Figure 1. Wiring heat map (run 1).
Scale: 2 px per um. 34 x 31 tiles, from white (low) to dark blue (high), scaled to the fullest tile. Values are wire area over tile area, all layers added.
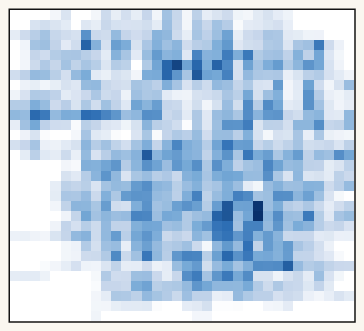
Figure 2. Track usage over the die (run 1).
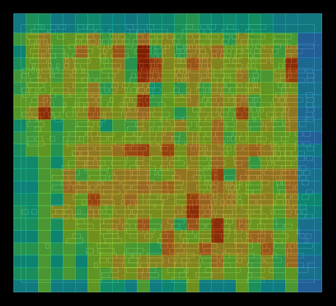
Figure 3. Close-up of the layout (run 1).
Region (71, 32) to (101, 62) um. Cells in gray, sequential cells in the stronger gray; small squares are vias.
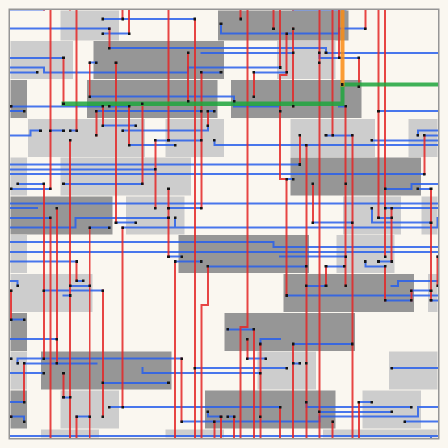
Figure 4. The metal 4 layer (run 1).
Scale: 3 px per um. Supply wires on this layer in gray.
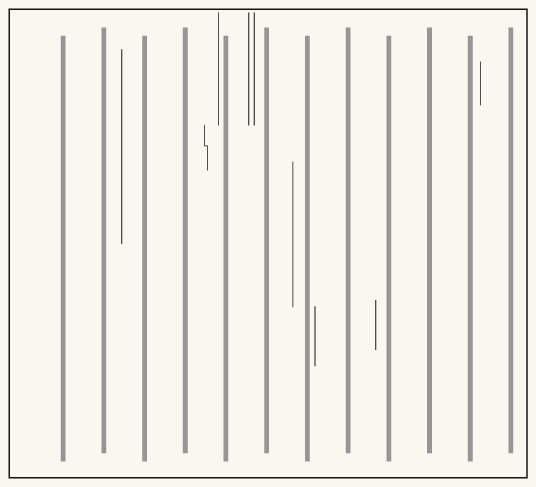
$ cat src/rtl/dm_cache_ctrl.sv
// Direct-mapped, read-only cache controller: classifies each CPU access as hit or miss,
// fetches missed lines from backing memory over a req/ack handshake, keeps saturating stats.
module dm_cache_ctrl #(
  parameter int unsigned ADDR_W   = 11,
  parameter int unsigned OFFSET_W = 2,
  parameter int unsigned INDEX_W  = 4,
  parameter int unsigned CNT_W    = 16
) (
  input  logic              clk,
  input  logic              rst_n,
  input  logic              req_valid,
  input  logic [ADDR_W-1:0] req_addr,
  output logic              ready,
  output logic              resp_valid,
  output logic              resp_hit,
  output logic [ADDR_W-1:0] resp_addr,
  output logic              mem_req,
  output logic [ADDR_W-1:0] mem_addr,
  input  logic              mem_ack,
  output logic [CNT_W-1:0]  access_count,
  output logic [CNT_W-1:0]  hit_count,
  output logic [CNT_W-1:0]  miss_count,
  output logic [CNT_W-1:0]  drop_count
);

  localparam int unsigned TAG_W = ADDR_W - INDEX_W - OFFSET_W;
  localparam int unsigned LINES = 1 << INDEX_W;

  localparam logic [0:0] IDLE = 1'b0;
  localparam logic [0:0] WAIT = 1'b1;

  localparam logic [CNT_W-1:0] CNT_ONE = {{(CNT_W-1){1'b0}}, 1'b1};

  logic [0:0]        state_q, state_d;
  logic [LINES-1:0]  valid_q, valid_d;
  logic [TAG_W-1:0]  tag_q [LINES];
  logic [ADDR_W-1:0] miss_addr_q, miss_addr_d;

  logic              resp_valid_q, resp_valid_d;
  logic              resp_hit_q, resp_hit_d;
  logic [ADDR_W-1:0] resp_addr_q, resp_addr_d;

  logic [CNT_W-1:0]  access_q, access_d;
  logic [CNT_W-1:0]  hit_q, hit_d;
  logic [CNT_W-1:0]  miss_q, miss_d;
  logic [CNT_W-1:0]  drop_q, drop_d;

  logic [INDEX_W-1:0] req_index;
  logic [TAG_W-1:0]   req_tag;
  logic [INDEX_W-1:0] miss_index;
  logic [TAG_W-1:0]   miss_tag;

  logic lookup_hit;
  logic accept;
  logic fill;
  logic drop;

  assign req_index  = req_addr[OFFSET_W+INDEX_W-1:OFFSET_W];
  assign req_tag    = req_addr[ADDR_W-1:OFFSET_W+INDEX_W];
  assign miss_index = miss_addr_q[OFFSET_W+INDEX_W-1:OFFSET_W];
  assign miss_tag   = miss_addr_q[ADDR_W-1:OFFSET_W+INDEX_W];

  assign lookup_hit = valid_q[req_index] && (tag_q[req_index] == req_tag);
  assign accept     = req_valid && (state_q == IDLE);
  // mem_ack only counts while the fill request is outstanding
  assign fill       = (state_q == WAIT) && mem_ack;
  assign drop       = req_valid && (state_q == WAIT);

  function automatic logic [CNT_W-1:0] sat_inc(input logic [CNT_W-1:0] v);
    return (&v) ? v : v + CNT_ONE;
  endfunction

  always_comb begin
    state_d      = state_q;
    valid_d      = valid_q;
    miss_addr_d  = miss_addr_q;
    resp_valid_d = 1'b0;
    resp_hit_d   = resp_hit_q;
    resp_addr_d  = resp_addr_q;
    unique case (state_q)
      IDLE: begin
        if (accept) begin
          if (lookup_hit) begin
            resp_valid_d = 1'b1;
            resp_hit_d   = 1'b1;
            resp_addr_d  = req_addr;
          end else begin
            miss_addr_d = req_addr;
            state_d     = WAIT;
          end
        end
      end
      WAIT: begin
        if (fill) begin
          valid_d[miss_index] = 1'b1;
          resp_valid_d        = 1'b1;
          resp_hit_d          = 1'b0;
          resp_addr_d         = miss_addr_q;
          state_d             = IDLE;
        end
      end
      default: state_d = IDLE;
    endcase
  end

  always_comb begin
    access_d = access_q;
    hit_d    = hit_q;
    miss_d   = miss_q;
    drop_d   = drop_q;
    if (accept) begin
      access_d = sat_inc(access_q);
      if (lookup_hit) hit_d = sat_inc(hit_q);
      else            miss_d = sat_inc(miss_q);
    end
    if (drop) drop_d = sat_inc(drop_q);
  end

  always_ff @(posedge clk or negedge rst_n) begin
    if (!rst_n) begin
      state_q      <= IDLE;
      valid_q      <= '0;
      miss_addr_q  <= '0;
      resp_valid_q <= 1'b0;
      resp_hit_q   <= 1'b0;
      resp_addr_q  <= '0;
      access_q     <= '0;
      hit_q        <= '0;
      miss_q       <= '0;
      drop_q       <= '0;
    end else begin
      state_q      <= state_d;
      valid_q      <= valid_d;
      miss_addr_q  <= miss_addr_d;
      resp_valid_q <= resp_valid_d;
      resp_hit_q   <= resp_hit_d;
      resp_addr_q  <= resp_addr_d;
      access_q     <= access_d;
      hit_q        <= hit_d;
      miss_q       <= miss_d;
      drop_q       <= drop_d;
    end
  end

  // The tag is written together with the valid bit so a conflict fill evicts the old line
  always_ff @(posedge clk or negedge rst_n) begin
    if (!rst_n) begin
      for (int i = 0; i < LINES; i++) tag_q[i] <= '0;
    end else if (fill) begin
      tag_q[miss_index] <= miss_tag;
    end
  end

  // Handshake outputs decode straight from state so reset drops mem_req without a clock
  assign ready        = (state_q == IDLE);
  assign mem_req      = (state_q == WAIT);
  assign mem_addr     = {miss_addr_q[ADDR_W-1:OFFSET_W], {OFFSET_W{1'b0}}};
  assign resp_valid   = resp_valid_q;
  assign resp_hit     = resp_hit_q;
  assign resp_addr    = resp_addr_q;
  assign access_count = access_q;
  assign hit_count    = hit_q;
  assign miss_count   = miss_q;
  assign drop_count   = drop_q;

endmodule

$ cat config.mk
export PLATFORM = sky130hd
export DESIGN_NAME = dm_cache_ctrl
export DESIGN_NICKNAME = d
export VERILOG_FILES = /design/src/rtl/dm_cache_ctrl.sv
export SDC_FILE = /design/constraint.sdc
export NUM_CORES = 1
export LEC_CHECK = 0
export ABC_CLOCK_PERIOD_IN_PS = 2500
export CELL_PAD_IN_SITES_DETAIL_PLACEMENT = 1
export CELL_PAD_IN_SITES_GLOBAL_PLACEMENT = 1
export CORE_ASPECT_RATIO = 0.9
export CORE_MARGIN = 4
export CORE_UTILIZATION = 35
export DETAILED_ROUTE_END_ITERATION = 8
export GPL_TIMING_DRIVEN = 0
export PLACE_DENSITY_LB_ADDON = 0.12
export SLEW_MARGIN = 20
export SYNTH_ARGS = -nofsm -noshare
export SYNTH_HDL_FRONTEND = slang
export SYNTH_SLANG_ARGS = --single-unit
export TNS_END_PERCENT = 30
$ cat constraint.sdc
create_clock -name clk -period 2.5 [get_ports clk]
set_clock_uncertainty 0.1 [all_clocks]
set_input_delay 0.25 -clock clk [delete_from_list [all_inputs] [get_ports clk]]
set_output_delay 0.25 -clock clk [all_outputs]
set_load 0.01 [all_outputs]
==> notes.md, run 1 <==
impl run done, here's what came out: failing checks=setup timing, Congestion Overflow GR=0, Final Hold Fails=0, clock network power=0.00278 W, share of total power in the clock network=26.6%, TritonRoute pass-1 iters=4, Init Core Util=35.92%, Final Max Tran Viols=0, Worst-Margin Slew=724.1 ps, inverters=5, clock buffer count=17, die height=155.7 um, most instantiated logic cell after routing=dfrtp_1, HP Class=input pin to async pin, # Post-CTS Setup Buffers=9, end of the critical path=miss_addr_q[6]$_DFFE_PN0P_, met1 global-route usage=24.54%, TritonCTS Sinks=185, status=complete, but fails checks, # Taps=302, final setup fails=56, Hold-fix buffers, CTS=1, final worst slack=-318.5 ps, Critical Path Fanout Max=10, TNS Setup=-12920 ps, final worst path period share=112.7%, Yosys Chip Area=8481 um2, met3 routed WL=750 um, Design Area, Final=10960 um2, Worst R2R End=miss_addr_q[6]$_DFFE_PN0P_, dpl ws=-1228 ps, RSZ-0062 raised after global routing=true
## Picture notes: Figure 1
tiles over half the peak = 15%
densest ninth of the die = middle
emptiest ninth of the die = bottom left
mean over tiles = 0.13

## Picture notes: Figure 2
Wirelength per Cell: 20.72 um
Most Used Layer, Global Route: met2
Util after Layout: 46.44%
GRT Overall Usage: 17.42%

## Picture notes: Figure 3
blue -> met1
orange -> met4
red -> met2
green -> met3
most frequent = dfrtp_1 (11), mux2_2 (9), mux4_2 (2)
netlist names of flops here include = tag_q (11)
cells with their middle in the window = 25
sequential cells in the window = 11

## Picture notes: Figure 4
nets with wire on the layer = 6
share of all routed wire = 1.3%
wire length on this layer = 291 um
routed via count: 5751
WL final: 22940 um

## run 1: worst register-to-register path, cell delays in order (launching register included)
cell	delay, ps
dfrtp_1	380
mux4_2	490
mux4_2	550
xnor2_2	200
o211ai_4	150
o21ai_4	300
buf_8	200
mux2_1	330
## run 1: state kept, by name, indices dropped and copies added, names as in the netlist
| signal | count |
|---|---|
| hit_count | 16 |
| valid_q | 16 |
| miss_addr_q | 11 |
| mem_req | 1 |
| resp_hit | 1 |
| miss_count | 16 |
| drop_count | 16 |
| resp_addr | 11 |
| access_count | 16 |
| tag_q | 80 |
| resp_valid | 1 |
## run 1: kinds of logic after synthesis
kind of cell / Yosys count
and+or+nand+nor: 198
DFF: 185
muxes: 134
xor gates and xnor gates: 61
buffers and inverters: 45
AOI/OAI and AO/OA: 25
adders and majority gates: 4
other: 1
==> inputs of run 2 (changes only) <==
Settings changed: DONT_BUFFER_PORTS from default to 1.
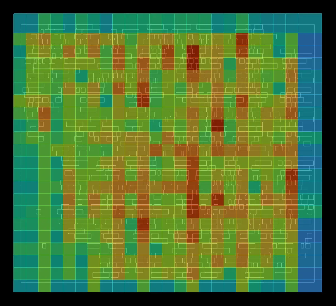
Figure 5: run 2, track usage over the die.
met2 GRT Util: 26.90%
met1 global-route usage: 23.75%

==> run 2 against run 1 <==
Against the previous run: the run ends with hold timing, setup timing left; cell count decreased by 8.5%; first-iteration DRC count is 42% higher; fmax grew 1.2%; via count shrank 6.0%; sequential share of layout area is 4.5 points higher; utilization fell by 4.5 points; area after synthesis did not move; critical path depth is the same; critical path type unchanged; highest routed layer unchanged.
==> notes.md, run 2 <==
impl run done, here's what came out: status=complete, but fails checks, failing checks=hold timing, setup timing, # Post-CTS Setup Buffers=10 (+1), dpl ws=-750.5 ps (+477.3 ps), Worst R2R End=miss_addr_q[9]$_DFFE_PN0P_, Hold-fix buffers, CTS=8 (+7), final setup fails=56 (unchanged), share of total power in the clock network=27.3% (+0.7 points), die height=155.7 um (unchanged), HP Class=input pin to async pin, Most Used Layer, Global Route=met2, WL final=22240 um (-3.1%), Util after Layout=41.97% (-4.5 points), reg2reg path depth=7, routed via count=5407 (-6.0%), Wirelength per Cell=21.95 um (+5.9%), most instantiated logic cell after routing=dfrtp_1, Design Area, Final=9907 um2 (-9.6%), TritonCTS Sinks=185 (unchanged), Critical Path Fanout Max=10 (unchanged), antenna violations before repair=0, RSZ-0062 raised after global routing=true, TritonRoute pass-1 iters=4 (unchanged), Hold WS=-597.5 ps, Final Max Tran Viols=0 (unchanged), Unique cell types=46, final worst slack=-285.8 ps (+32.73 ps), final worst path period share=111.4% (-1.3 points), Final Hold Fails=185 (+185), Largest Register=tag_q, Yosys Chip Area=8481 um2 (unchanged), Congestion Overflow GR=0 (unchanged), clock network power=0.00264 W (-5%), Init Core Util=35.92% (unchanged), Worst-Margin Slew=774.7 ps (+50.60 ps), max FFs per register=80 (unchanged)
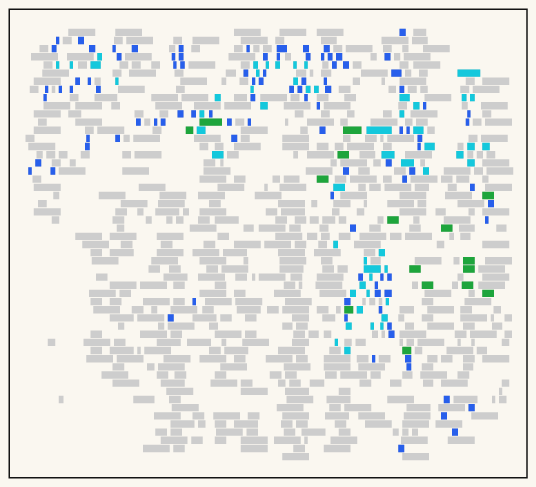
Figure 6: run 2, selected gate families.
Scale: 3 px per um.
green -> AND-OR and OR-AND gates  # cells 16
blue -> NAND gates  # cells 100
cyan -> NOR gates  # cells 54

run 2: cell counts after synthesis:
Identical to the previous run, type by type.
run 2: cell type report:
class / instances / area share [%]
multi-input cells: 424 / 38.55
clock inverters: 13 / 1.250
plain buffers: 40 / 2.766
repair buffers: 25 / 2.134
flip-flops and latches: 185 / 46.73
inverters: 5 / 0.1894
clock buffers: 19 / 4.572
well taps: 302 / 3.814
run 2: metrics by stage:
stage	setup TNS, ps	hold WS (ps)
6_report	-10470	-597.5
5_1_grt	-17750	-629.8
2_1_floorplan	-1943	-145.6
4_1_cts	-12390	-612.5
3_3_place_gp	-41760	-138.0
3_5_place_dp	-42510	-139.2
run 2: per-layer routing:
metal	share of wire, %	vias up
li1	-	2412
met1	47	2873
met2	47	104
met3	5.0	18
met4	0.88	0
met5	0	-
==> inputs of run 3 (changes only) <==
Settings changed: CELL_PAD_IN_SITES_GLOBAL_PLACEMENT 1 to 2, CORE_MARGIN 4 to default.
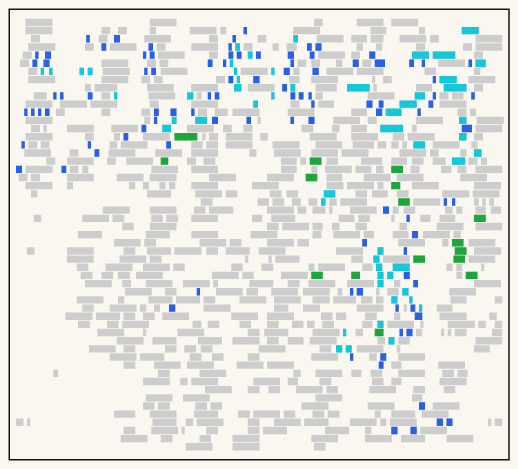
Figure 7: run 3, selected gate families.
Scale: 3 px per um.
green -> AND-OR and OR-AND gates  # cells 16
blue -> NAND gates  # cells 100
cyan -> NOR gates  # cells 54
most instantiated logic cell after routing: dfrtp_1
Comb/total area: 39.11%
Post-Layout Cell Count: 1011

==> run 3 against run 2 <==
Against the previous run: the run ends with DRC, hold timing, setup timing left; utilization increased by 0.78 points; sequential power about the same; global-route usage increased by 1.9 points; total power increased by 0.42%; clock power about the same; first-iteration DRC count decreased by 32%; largest cell class unchanged.
==> notes.md, run 3 <==
impl run done, here's what came out: met1 global-route usage=24.87% (+1.1 points), Most Used Layer, Global Route=met2, Worst R2R End=miss_addr_q[0]$_DFFE_PN0P_, Congestion Overflow GR=0 (unchanged), die height=149.7 um (-3.9%), max FFs per register=80 (unchanged), Final Max Tran Viols=0 (unchanged), Unique cell types=46 (unchanged), status=complete, but fails checks, failing checks=DRC, hold timing, setup timing, Init Core Util=36.02% (+0.10 points), RSZ-0062 raised after global routing=true, Highest Signal Layer=met4, die area=24860 um2, final worst path period share=112.1% (+0.72 points), routed metal-1 wire length=10120 um (-2.6%), share of total power in the clock network=26.9% (-0.4 points), TNS Setup=-11560 ps (-1090 ps), antenna violations before repair=0 (unchanged), # Post-CTS Setup Buffers=11 (+1), Sw Share=31.15%, met3 routed WL=1064 um (-5.0%), final setup fails=56 (unchanged), TritonRoute pass-1 iters=6 (+2), Design Area, Final=10060 um2 (+1.6%), Area Growth Syn to Fin=18.65%, Largest Register=tag_q, CTS tree=done, Hold-fix buffers, CTS=8 (unchanged), reg2reg path depth=8 (+1), dpl ws=-779.7 ps (-29.20 ps), routed via count=5435 (+0.52%), final worst slack=-303.7 ps (-18.00 ps), final routed DRC violation total=11, Final Hold Fails=185 (unchanged), Hold WS=-599.2 ps (-1.774 ps), Yosys Chip Area=8481 um2 (unchanged), min cycle time layout=2804 ps, clock network power=0.00262 W (about the same), Critical Path Fanout Max=7 (-3), WL final=22270 um (+0.15%), HP Class=input pin to async pin, wire length on met2=10700 um (+1.7%)
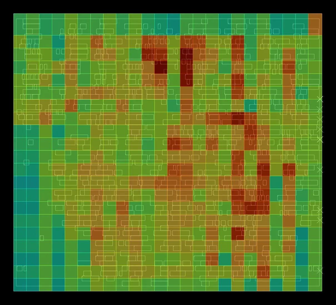
Figure 8: run 3, track usage over the die.
met2 GRT Util: 30.59%
Wirelength per Cell: 22.03 um
Util after Layout: 42.74%
M3 GR Usage: 4.866%

-- run 3: cell counts after synthesis --
No cell type changed its count.
-- run 3: layout make-up --
type | count | area (um2)
Clock buffer | 17 | 425.4
Clock inverter | 15 | 137.6
Timing Repair Buffer | 23 | 264.0
Tap cell | 302 | 377.9
Inverter | 5 | 18.77
Multi-Input combinational cell | 424 | 3935
Fill cell | 2420 | 13480
Buffer | 40 | 274.0
Sequential cell | 185 | 4629
-- run 3: logic make-up (layout without fill, tap and decap cells) --
kind of cell | after synthesis | after routing | share of synthesized area (%)
fa+ha+maj | 4 | 4 | 0.5902
flops | 185 | 185 | 54.59
other cells | 1 | 2 | 0.04422
buf+inv | 45 | 100 | 2.877
xor+xnor | 61 | 61 | 6.300
simple gates | 198 | 198 | 12.30
compound gates | 25 | 25 | 2.774
mux | 134 | 134 | 20.52
Power and IR drop assume default switching activity.
